==> config.mk <==
export PLATFORM = sky130hd
export DESIGN_NAME = load_store_unit_flat
export DESIGN_NICKNAME = d
export VERILOG_FILES = /design/src/rtl/riscv_pkg.sv /design/src/rtl/load_store_unit_if.sv /design/src/rtl/lsu_align.sv /design/src/rtl/load_store_unit.sv /design/src/flat_wrapper.sv
export SDC_FILE = /design/constraint.sdc
export NUM_CORES = 1
export LEC_CHECK = 0
export CORE_ASPECT_RATIO = 1.5
export CORE_MARGIN = 2
export CORE_UTILIZATION = 40
export DETAILED_ROUTE_END_ITERATION = 10
export PLACE_DENSITY_LB_ADDON = 0.25
export SLEW_MARGIN = 20
export SYNTH_ARGS = -nofsm -noshare
export SYNTH_HDL_FRONTEND = slang
export SYNTH_SLANG_ARGS = --single-unit
==> constraint.sdc <==
create_clock -name clk -period 10.25 [get_ports clk]
set_input_delay 2.05 -clock clk [delete_from_list [all_inputs] [get_ports clk]]
set_output_delay 2.05 -clock clk [all_outputs]
set_load 0.02 [all_outputs]
==> src/rtl/riscv_pkg.sv <==
// Shared memory-access encodings and LSU state type for the core datapath.
// Width codes follow the funct3 field of RISC-V load/store instructions.
package riscv_pkg;

    localparam logic [2:0] MW_B  = 3'b000;
    localparam logic [2:0] MW_H  = 3'b001;
    localparam logic [2:0] MW_W  = 3'b010;
    localparam logic [2:0] MW_BU = 3'b100;
    localparam logic [2:0] MW_HU = 3'b101;

    typedef enum logic [1:0] {
        LSU_IDLE,
        LSU_ACCESS,
        LSU_FINISH,
        LSU_FAULT
    } lsu_state_t;

    // Stores have no unsigned variants, so only B/H/W are legal for them.
    function automatic logic store_width_ok(input logic [2:0] width);
        return (width == MW_B) || (width == MW_H) || (width == MW_W);
    endfunction

endpackage

==> src/rtl/load_store_unit_if.sv <==
// Single-outstanding req/ready data-memory bus between the LSU and memory.
interface load_store_unit_if #(
    parameter int ADDR_W = 32
);
    logic              bus_req;
    logic              bus_we;
    logic [ADDR_W-1:0] bus_addr;
    logic [3:0]        bus_wstrb;
    logic [31:0]       bus_wdata;
    logic [31:0]       bus_rdata;
    logic              bus_ready;

    modport master (
        output bus_req, bus_we, bus_addr, bus_wstrb, bus_wdata,
        input  bus_rdata, bus_ready
    );

    modport slave (
        input  bus_req, bus_we, bus_addr, bus_wstrb, bus_wdata,
        output bus_rdata, bus_ready
    );
endinterface

==> src/rtl/lsu_align.sv <==
// Byte-lane steering for stores and lane extraction plus sign/zero extension
// for loads; also flags illegal widths and misaligned halfword/word accesses.
module lsu_align
    import riscv_pkg::*;
(
    input  logic [2:0]  width,
    input  logic [1:0]  addr,
    input  logic [31:0] write_data,
    input  logic [31:0] bus_rdata,
    output logic [3:0]  wstrb,
    output logic [31:0] wdata,
    output logic [31:0] load_value,
    output logic        misaligned_or_illegal
);

    logic [7:0]  byte_lane;
    logic [15:0] half_lane;

    assign byte_lane = bus_rdata[{addr, 3'b000} +: 8];
    assign half_lane = addr[1] ? bus_rdata[31:16] : bus_rdata[15:0];

    always_comb begin
        wstrb                 = 4'b0000;
        wdata                 = write_data;
        load_value            = bus_rdata;
        misaligned_or_illegal = 1'b0;
        case (width)
            MW_B: begin
                wstrb      = 4'b0001 << addr;
                wdata      = {4{write_data[7:0]}};
                load_value = {{24{byte_lane[7]}}, byte_lane};
            end
            MW_BU: begin
                wstrb      = 4'b0001 << addr;
                wdata      = {4{write_data[7:0]}};
                load_value = {24'h000000, byte_lane};
            end
            MW_H: begin
                misaligned_or_illegal = addr[0];
                wstrb      = 4'b0011 << addr;
                wdata      = {2{write_data[15:0]}};
                load_value = {{16{half_lane[15]}}, half_lane};
            end
            MW_HU: begin
                misaligned_or_illegal = addr[0];
                wstrb      = 4'b0011 << addr;
                wdata      = {2{write_data[15:0]}};
                load_value = {16'h0000, half_lane};
            end
            MW_W: begin
                misaligned_or_illegal = (addr != 2'b00);
                wstrb      = 4'b1111;
                wdata      = write_data;
                load_value = bus_rdata;
            end
            default: misaligned_or_illegal = 1'b1;
        endcase
    end

endmodule

==> src/rtl/load_store_unit.sv <==
// Load/store unit: validates one request, runs it over the memory bus with
// an optional ready timeout, and reports a single done/error pulse.
module load_store_unit
    import riscv_pkg::*;
#(
    parameter int ADDR_W  = 32,
    parameter int TIMEOUT = 16
) (
    input  logic              clk,
    input  logic              reset,
    input  logic              start,
    input  logic              mem_write,
    input  logic [2:0]        mem_width,
    input  logic [ADDR_W-1:0] address,
    input  logic [31:0]       write_data,
    output logic [31:0]       read_data,
    output logic              done,
    output logic              error,
    output logic              busy,
    load_store_unit_if.master bus
);

    localparam int CNT_W = (TIMEOUT > 1) ? $clog2(TIMEOUT) : 1;

    lsu_state_t       state;
    logic [2:0]       width_q;
    logic             store_q;
    logic [1:0]       offset_q;
    logic [CNT_W-1:0] wait_cnt;

    logic [2:0]  align_width;
    logic [1:0]  align_offset;
    logic [3:0]  align_wstrb;
    logic [31:0] align_wdata;
    logic [31:0] load_value;
    logic        align_fault;
    logic        request_fault;
    logic        timed_out;

    // The aligner checks the incoming request while idle and decodes the
    // latched request while the access is in flight.
    assign align_width  = (state == LSU_IDLE) ? mem_width : width_q;
    assign align_offset = (state == LSU_IDLE) ? address[1:0] : offset_q;

    lsu_align u_align (
        .width                 (align_width),
        .addr                  (align_offset),
        .write_data            (write_data),
        .bus_rdata             (bus.bus_rdata),
        .wstrb                 (align_wstrb),
        .wdata                 (align_wdata),
        .load_value            (load_value),
        .misaligned_or_illegal (align_fault)
    );

    assign request_fault = align_fault | (mem_write & ~store_width_ok(mem_width));
    assign timed_out     = (TIMEOUT != 0) && (wait_cnt == CNT_W'(TIMEOUT - 1));
    assign busy          = (state != LSU_IDLE);

    always_ff @(posedge clk or posedge reset) begin
        if (reset) begin
            state         <= LSU_IDLE;
            width_q       <= 3'b000;
            store_q       <= 1'b0;
            offset_q      <= 2'b00;
            wait_cnt      <= '0;
            read_data     <= 32'h0;
            done          <= 1'b0;
            error         <= 1'b0;
            bus.bus_req   <= 1'b0;
            bus.bus_we    <= 1'b0;
            bus.bus_addr  <= '0;
            bus.bus_wstrb <= 4'b0000;
            bus.bus_wdata <= 32'h0;
        end else begin
            done  <= 1'b0;
            error <= 1'b0;
            case (state)
                LSU_IDLE: begin
                    if (start) begin
                        width_q  <= mem_width;
                        store_q  <= mem_write;
                        offset_q <= address[1:0];
                        wait_cnt <= '0;
                        if (request_fault) begin
                            state <= LSU_FAULT;
                            done  <= 1'b1;
                            error <= 1'b1;
                        end else begin
                            state         <= LSU_ACCESS;
                            bus.bus_req   <= 1'b1;
                            bus.bus_we    <= mem_write;
                            bus.bus_addr  <= {address[ADDR_W-1:2], 2'b00};
                            bus.bus_wstrb <= mem_write ? align_wstrb : 4'b0000;
                            bus.bus_wdata <= mem_write ? align_wdata : 32'h0;
                        end
                    end
                end
                LSU_ACCESS: begin
                    if (bus.bus_ready) begin
                        state         <= LSU_FINISH;
                        done          <= 1'b1;
                        bus.bus_req   <= 1'b0;
                        bus.bus_we    <= 1'b0;
                        bus.bus_wstrb <= 4'b0000;
                        if (!store_q) begin
                            read_data <= load_value;
                        end
                    end else if (timed_out) begin
                        state         <= LSU_FAULT;
                        done          <= 1'b1;
                        error         <= 1'b1;
                        bus.bus_req   <= 1'b0;
                        bus.bus_we    <= 1'b0;
                        bus.bus_wstrb <= 4'b0000;
                    end else begin
                        wait_cnt <= wait_cnt + 1'b1;
                    end
                end
                LSU_FINISH: state <= LSU_IDLE;
                LSU_FAULT:  state <= LSU_IDLE;
                default:    state <= LSU_IDLE;
            endcase
        end
    end

endmodule
==> src/flat_wrapper.sv <==
// flat-port wrapper written by rule: the top's interface ports become plain ports
module load_store_unit_flat import riscv_pkg::*;
#(
    parameter int ADDR_W  = 32,
    parameter int TIMEOUT = 16
)
  (clk, reset, start, mem_write, mem_width, address, write_data, read_data, done, error, busy, bus_bus_req, bus_bus_we, bus_bus_addr, bus_bus_wstrb, bus_bus_wdata, bus_bus_rdata, bus_bus_ready);
  load_store_unit_if #(.ADDR_W(ADDR_W)) bus_i ();
  input  logic clk;
  input  logic reset;
  input  logic start;
  input  logic mem_write;
  input  logic [2:0] mem_width;
  input  logic [ADDR_W-1:0] address;
  input  logic [31:0] write_data;
  output logic [31:0] read_data;
  output logic done;
  output logic error;
  output logic busy;
  output wire logic [$bits(bus_i.bus_req)-1:0] bus_bus_req;
  output wire logic [$bits(bus_i.bus_we)-1:0] bus_bus_we;
  output wire logic [$bits(bus_i.bus_addr)-1:0] bus_bus_addr;
  output wire logic [$bits(bus_i.bus_wstrb)-1:0] bus_bus_wstrb;
  output wire logic [$bits(bus_i.bus_wdata)-1:0] bus_bus_wdata;
  input wire logic [$bits(bus_i.bus_rdata)-1:0] bus_bus_rdata;
  input wire logic [$bits(bus_i.bus_ready)-1:0] bus_bus_ready;
  assign bus_bus_req = bus_i.bus_req;
  assign bus_bus_we = bus_i.bus_we;
  assign bus_bus_addr = bus_i.bus_addr;
  assign bus_bus_wstrb = bus_i.bus_wstrb;
  assign bus_bus_wdata = bus_i.bus_wdata;
  assign bus_i.bus_rdata = bus_bus_rdata;
  assign bus_i.bus_ready = bus_bus_ready;
  load_store_unit #(.ADDR_W(ADDR_W), .TIMEOUT(TIMEOUT)) u_core (.clk(clk), .reset(reset), .start(start), .mem_write(mem_write), .mem_width(mem_width), .address(address), .write_data(write_data), .read_data(read_data), .done(done), .error(error), .busy(busy), .bus(bus_i));
endmodule
==> images/registers.png <==
Scale: 2 px per um. Other sequential cells in the stronger gray, the rest of the logic in the fainter gray.
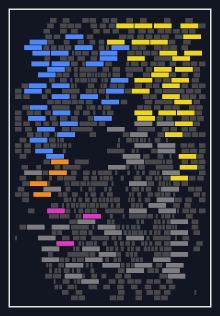
[magenta] u_core.width_q | sequential cells: 3
[orange] u_core.bus.bus_wstrb | sequential cells: 4 | where: left middle
[yellow] u_core.bus.bus_addr | sequential cells: 30
[blue] u_core.bus.bus_wdata | sequential cells: 32

==> images/wire_density.png <==
Scale: 2 px per um. The die is cut into 20 by 30 equal tiles; black is low, pale yellow is high, scaled to the fullest tile. Values are wire area over tile area, all layers added.
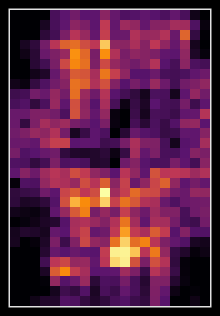
nearly empty tiles: 10%
fullest tile: 0.66
emptiest ninth of the die: bottom left
tiles over half the peak: 14%
overall via count from detail_route: 4915
routed wire length per instance: 19.7 um

==> images/met3.png <==
Scale: 3 px per um.
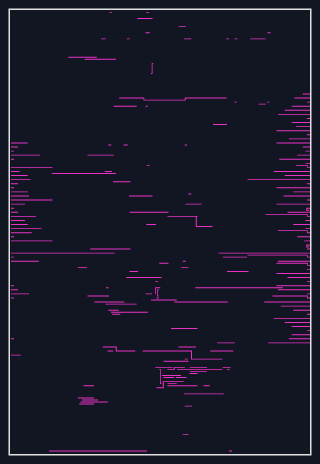
main direction: horizontal
wire length on this layer: 1200 um
Routed WL: 17.1 mm
GRT met3 Usage: 6.10%

[cells in the mapped netlist (2+ instances only)]
cell type                     n  area, sq um
sky130_fd_sc_hd__or3_1        8         50.1
sky130_fd_sc_hd__o221a_2      4         45.0
sky130_fd_sc_hd__inv_1        5         18.8
sky130_fd_sc_hd__clkbuf_1    16         60.1
sky130_fd_sc_hd__a31oi_1     15         93.8
sky130_fd_sc_hd__a22o_1      13          114
sky130_fd_sc_hd__nand2b_1     3         18.8
sky130_fd_sc_hd__buf_2       12         60.1
sky130_fd_sc_hd__o22ai_1      3         18.8
sky130_fd_sc_hd__mux2_2      12          135
sky130_fd_sc_hd__a21boi_0     5         37.5
sky130_fd_sc_hd__dfrtp_1    114         2850
sky130_fd_sc_hd__nor3_1      15         75.1
sky130_fd_sc_hd__o2bb2ai_1   20          175
sky130_fd_sc_hd__a31o_2       3         26.3
sky130_fd_sc_hd__nor4_1       3         18.8
sky130_fd_sc_hd__buf_4        8         60.1
sky130_fd_sc_hd__a21oi_2     10         87.6
sky130_fd_sc_hd__or3b_2       2         17.5
sky130_fd_sc_hd__mux2_1      33          372
sky130_fd_sc_hd__nor3b_1      2         15.0
sky130_fd_sc_hd__and3_1       7         43.8
sky130_fd_sc_hd__mux2i_1     21          210
sky130_fd_sc_hd__nor2_1      29          109
sky130_fd_sc_hd__nand2_1     25         93.8
sky130_fd_sc_hd__a21o_1       4         30.0
sky130_fd_sc_hd__nand3_1      4         20.0
sky130_fd_sc_hd__o21ai_0     39          195
sky130_fd_sc_hd__and2_1       2         12.5
sky130_fd_sc_hd__a21oi_1     32          160
==> results.txt <==
Status of the implementation.

- The run finished with clean final reports.
- Per the final timing report, the hold violations number 0.
- Counting the clock-network buffers in the layout gives 18.
- The end point of the most critical hold path is u_core.bus.bus_wdata[20], for reference.
- The clock tree cell share of total cell area is around 7.5%, for reference.
- The synthesis log from Yosys contains 0 warnings.
- The critical path's top delay family is multiplexers, for reference.
- The total power draw is roughly 2900 uW, for reference.
- The tap cell instance count is between 150 and 200, for reference.
- Buffers inserted during clock tree synthesis total 17.
- The commonest non-fill, non-tap cell in the layout is sky130_fd_sc_hd__clkdlybuf4s50_1, for reference.
- Per the timing report, the biggest fanout along the worst path comes to between 60 and 70.
- The DRC marker count from the first detailed-route iteration is 255, for reference.
- The total internal power is 1730 uW, for reference.
- For this design, Yosys synthesis ends with a cell count of about 500.
- The simple-gate area share of the yosys netlist is 10.1%, for reference.
- The power report attributes to the combinational group a share of about half.
- The count of buffers not belonging to the clock network in the layout is roughly 210, for reference.
- The worst-case vdd ir drop is between 0.15 and 0.2 mV, for reference.
- The power in combinational cells is around 1500 uW, for reference.
No activity file was given, so power comes from the tool's default toggle rates.
